===== src/rtl/program_loader.sv =====
// program_loader: byte-stream boot loader that writes 16-bit words into
// program memory and keeps the CPU halted until a frame checks good.
// Frame: ADDR_HI ADDR_LO CNT_HI CNT_LO {DATA_HI DATA_LO} x N CSUM, where the
// mod-256 sum of every byte, CSUM included, must come out to zero.
module program_loader #(
  parameter int unsigned TIMEOUT       = 65535,
  parameter bit          HALT_ON_RESET = 1'b1
) (
  input  logic        i_CLOCK,
  input  logic        i_RESET,
  input  logic        i_START,
  input  logic [7:0]  i_BYTE,
  input  logic        i_VALID,
  output logic        o_READY,
  output logic [15:0] o_MEMWADDR,
  output logic [15:0] o_MEMWDATA,
  output logic        f_MEMWRITE,
  output logic        o_HALT,
  output logic        o_BUSY,
  output logic        o_DONE,
  output logic        o_ERROR
);

  // Idle counter is sized to hold TIMEOUT itself; it stays at zero when the
  // timeout is disabled.
  localparam int TO_W = $clog2(TIMEOUT + 2);
  localparam logic [TO_W-1:0] TO_LAST = TO_W'((TIMEOUT == 0) ? 0 : TIMEOUT - 1);

  typedef enum logic [3:0] {
    IDLE,
    ADDR_HI,
    ADDR_LO,
    CNT_HI,
    CNT_LO,
    DATA_HI,
    DATA_LO,
    WRITE,
    CSUM,
    DONE,
    ERROR
  } state_t;

  state_t state_q, state_d;
  logic ready_q, ready_d;
  logic busy_q, busy_d;
  logic done_q, done_d;
  logic error_q, error_d;
  logic halt_q, halt_d;
  logic [15:0] addr_q, addr_d;
  logic [15:0] wdata_q, wdata_d;
  logic [7:0] dataHi_q, dataHi_d;
  logic [15:0] count_q, count_d;
  logic [7:0] sum_q, sum_d;
  logic [TO_W-1:0] toCount_q, toCount_d;

  logic accept;
  logic [7:0] sumNext;
  logic [15:0] cntNext;

  // States in which the loader is waiting for a stream byte.
  function automatic logic isReceiving(input state_t s);
    return (s == ADDR_HI) || (s == ADDR_LO) || (s == CNT_HI) ||
           (s == CNT_LO) || (s == DATA_HI) || (s == DATA_LO) || (s == CSUM);
  endfunction

  assign accept  = i_VALID && ready_q;
  assign sumNext = sum_q + i_BYTE;
  assign cntNext = {count_q[15:8], i_BYTE};

  // Next-state and datapath updates; the timeout check sits after the main
  // case so it can override a receiving state that saw no byte.
  always_comb begin
    state_d   = state_q;
    addr_d    = addr_q;
    wdata_d   = wdata_q;
    dataHi_d  = dataHi_q;
    count_d   = count_q;
    sum_d     = sum_q;
    done_d    = done_q;
    error_d   = error_q;
    halt_d    = halt_q;
    toCount_d = toCount_q;

    if (accept) begin
      sum_d = sumNext;
    end

    case (state_q)
      IDLE: begin
        if (i_START) begin
          sum_d     = 8'd0;
          done_d    = 1'b0;
          error_d   = 1'b0;
          halt_d    = 1'b1;
          toCount_d = '0;
          state_d   = ADDR_HI;
        end
      end
      ADDR_HI: begin
        if (accept) begin
          addr_d[15:8] = i_BYTE;
          state_d      = ADDR_LO;
        end
      end
      ADDR_LO: begin
        if (accept) begin
          addr_d[7:0] = i_BYTE;
          state_d     = CNT_HI;
        end
      end
      CNT_HI: begin
        if (accept) begin
          count_d[15:8] = i_BYTE;
          state_d       = CNT_LO;
        end
      end
      CNT_LO: begin
        if (accept) begin
          count_d = cntNext;
          state_d = (cntNext != 16'd0) ? DATA_HI : CSUM;
        end
      end
      DATA_HI: begin
        if (accept) begin
          dataHi_d = i_BYTE;
          state_d  = DATA_LO;
        end
      end
      DATA_LO: begin
        if (accept) begin
          wdata_d = {dataHi_q, i_BYTE};
          state_d = WRITE;
        end
      end
      WRITE: begin
        addr_d  = addr_q + 16'd1;
        count_d = count_q - 16'd1;
        state_d = (count_q == 16'd1) ? CSUM : DATA_HI;
      end
      CSUM: begin
        if (accept) begin
          if (sumNext == 8'd0) begin
            state_d = DONE;
            done_d  = 1'b1;
            halt_d  = 1'b0;
          end else begin
            state_d = ERROR;
            error_d = 1'b1;
          end
        end
      end
      DONE:    state_d = IDLE;
      ERROR:   state_d = IDLE;
      default: state_d = IDLE;
    endcase

    if ((TIMEOUT != 0) && isReceiving(state_q)) begin
      if (accept) begin
        toCount_d = '0;
      end else if (toCount_q == TO_LAST) begin
        toCount_d = '0;
        state_d   = ERROR;
        error_d   = 1'b1;
      end else begin
        toCount_d = toCount_q + TO_W'(1);
      end
    end else begin
      toCount_d = '0;
    end
  end

  // Ready and busy are registered decodes of the state being entered.
  always_comb begin
    ready_d = isReceiving(state_d);
    busy_d  = (state_d != IDLE);
  end

  // State and datapath registers with synchronous reset.
  always_ff @(posedge i_CLOCK) begin
    if (i_RESET) begin
      state_q   <= IDLE;
      ready_q   <= 1'b0;
      busy_q    <= 1'b0;
      done_q    <= 1'b0;
      error_q   <= 1'b0;
      halt_q    <= HALT_ON_RESET;
      addr_q    <= 16'd0;
      wdata_q   <= 16'd0;
      dataHi_q  <= 8'd0;
      count_q   <= 16'd0;
      sum_q     <= 8'd0;
      toCount_q <= '0;
    end else begin
      state_q   <= state_d;
      ready_q   <= ready_d;
      busy_q    <= busy_d;
      done_q    <= done_d;
      error_q   <= error_d;
      halt_q    <= halt_d;
      addr_q    <= addr_d;
      wdata_q   <= wdata_d;
      dataHi_q  <= dataHi_d;
      count_q   <= count_d;
      sum_q     <= sum_d;
      toCount_q <= toCount_d;
    end
  end

  assign o_READY    = ready_q;
  assign o_BUSY     = busy_q;
  assign o_DONE     = done_q;
  assign o_ERROR    = error_q;
  assign o_HALT     = halt_q;
  assign o_MEMWADDR = addr_q;
  assign o_MEMWDATA = wdata_q;
  assign f_MEMWRITE = (state_q == WRITE);

endmodule


===== config.mk =====
export PLATFORM = sky130hd
export DESIGN_NAME = program_loader
export DESIGN_NICKNAME = d
export VERILOG_FILES = /design/src/rtl/program_loader.sv
export SDC_FILE = /design/constraint.sdc
export NUM_CORES = 1
export LEC_CHECK = 0
export CORE_ASPECT_RATIO = 0.8
export CORE_UTILIZATION = 50
export DETAILED_ROUTE_END_ITERATION = 10
export GPL_TIMING_DRIVEN = 0
export PLACE_DENSITY = 0.68
export SYNTH_ARGS = -nofsm -noshare
export SYNTH_HDL_FRONTEND = slang
export SYNTH_SLANG_ARGS = --single-unit

===== constraint.sdc =====
create_clock -name i_CLOCK -period 4.6 [get_ports i_CLOCK]
set_clock_uncertainty 0.1 [all_clocks]
set_input_delay 0.46 -clock i_CLOCK [delete_from_list [all_inputs] [get_ports i_CLOCK]]
set_output_delay 0.46 -clock i_CLOCK [all_outputs]
set_load 0.1 [all_outputs]

==> images/placement_by_type.png <==
Fill, decap, tap and diode cells in grey.
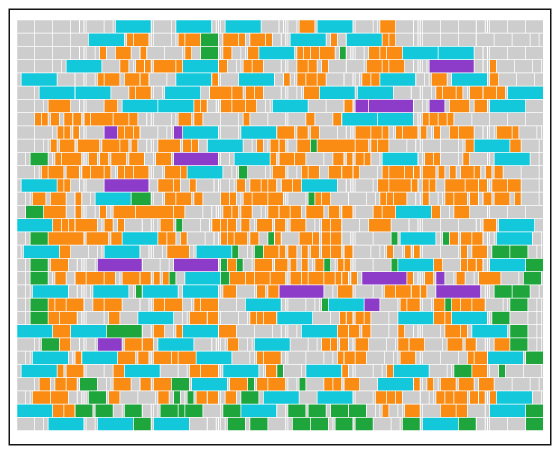
[remaining buffers and delay cells] green | cells: 75
[combinational and other logic] orange | cells: 451
[sequential cells] cyan | cells: 90
[clock drivers and dummy loads] purple | cells: 16

==> images/wires.png <==
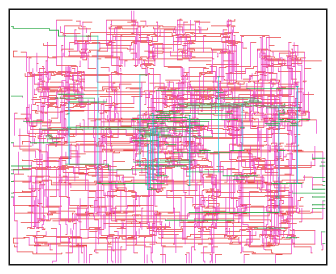
[metal 4] cyan | wire length: 327 um
[metal 2] magenta | wire length: 5530 um
[metal 3] green | wire length: 870 um
[metal 1] red | wire length: 6060 um
drt total wl: 12.8 mm
vias: 4448
Routed WL per cell: 17.1 um
overall routing resource usage: 26.9%

==> images/clk_routes.png <==
Scale bar: 20 um.
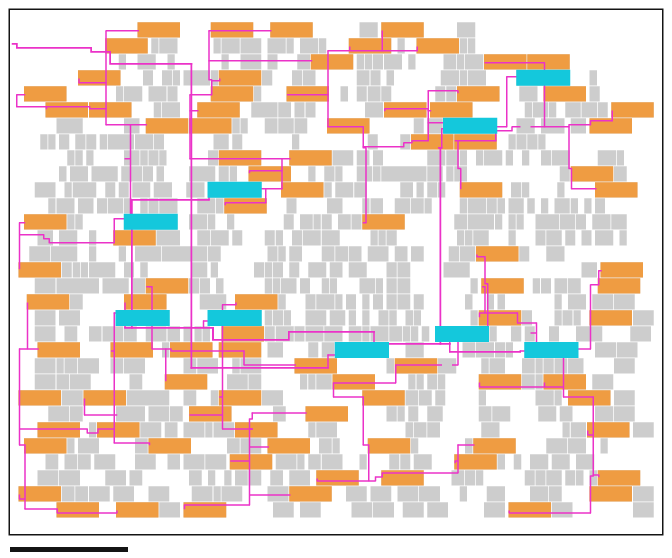
[flip-flops] orange | count: 90
[clock wires] magenta | length: 1150 um
[clock drivers] cyan | count: 9
flops lie: spread over the die

==> results.json <==
{
  "outcome": "finished clean",
  "wl_met1_mm": 6.06,
  "critPathMaxFanout": 10,
  "min_to": "o_DONE$_SDFFE_PP0P_",
  "place_ws_ns": 0.517,
  "p_comb_share_pct": 11.3,
  "ir_drop_uv": 248,
  "num_io_pins": 50,
  "setup-tns-final_ns": 0,
  "crit_required_ns": 4.73,
  "largest_area_cell": "dfxtp_1",
  "synth.avg_cell_area_um2": 8.32,
  "power_uw": 1680,
  "yosysWarnings": 0,
  "ys_cells": 569,
  "synthAdderAreaFrac_pct": 3.59,
  "ys.flop_type": "dfxtp_1",
  "warnings": 28,
  "post_dp_cell_area_um2": 5350,
  "power_leakage_uw": 0.00190,
  "setup_violations": 0,
  "cts.path.max_buffers": 2,
  "edf_count": 0,
  "cts.hold.buffers_added": 0,
  "rr_worst_depth": 11,
  "min_from": "o_DONE$_SDFFE_PP0P_",
  "slowest_stage": "clkdlybuf4s50_1",
  "logic_family": "simple AND/OR/NAND/NOR gates",
  "ys_seq_elements": 90,
  "max_slew.worst_pin.slew_ns": 1.19,
  "grt_max_degree": 16,
  "simple_gate_share_pct": 27.2,
  "path_clk_slew_ns": 0.07
}
==> images/placement.png <==
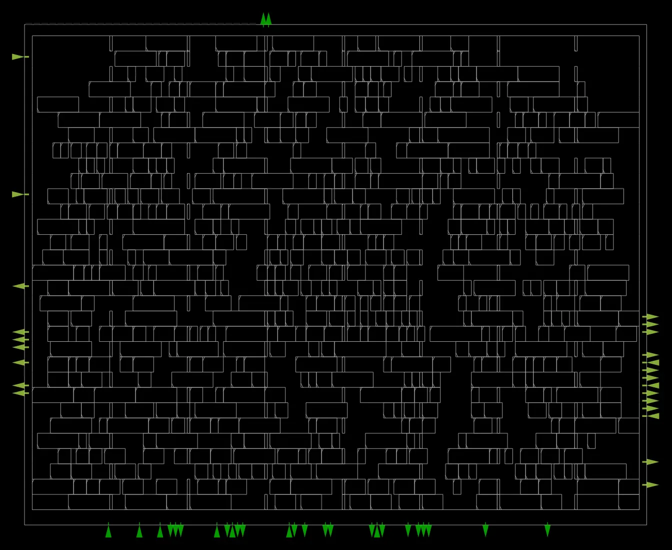
Post-Layout Cell Count: 747
core outline area: 9110 um^2
Seq cells: 90
tap cells: 115
Rows: 31

==> images/io_placement.png <==
Pins as bars across the die edge, other pins in grey.
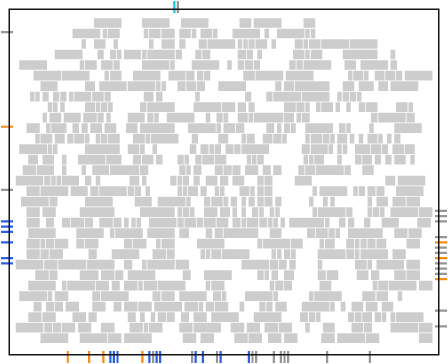
[i_BYTE] orange | pins: 8 | direction: input | edge: 4 bottom, 3 right, 1 left
[o_MEMWDATA] blue | pins: 16 | direction: output | edge: 10 bottom, 6 left
[o_HALT] cyan | pins: 1 | direction: output | edge: top
all pins by edge: 25 bottom, 14 right, 9 left, 2 top
Die Y: 89.0 um
Port Buffers: 47
die width: 111 um

[sequential cells by signal, indices dropped and copies added (netlist names)]
signal	count
state_q	4
o_READY	1
o_HALT	1
toCount_q	17
o_MEMWDATA	16
count_q	16
o_MEMWADDR	16
dataHi_q	8
o_BUSY	1
o_DONE	1
sum_q	8
o_ERROR	1
[cell type report]
class / instances / area, um^2
repair buffers: 47 / 470
clock buffers: 10 / 239
clock inverters: 6 / 42.5
fillers: 809 / 3480
multi-input cells: 435 / 2740
inverters: 16 / 60.1
well taps: 115 / 144
flip-flops and latches: 90 / 1800
plain buffers: 28 / 133
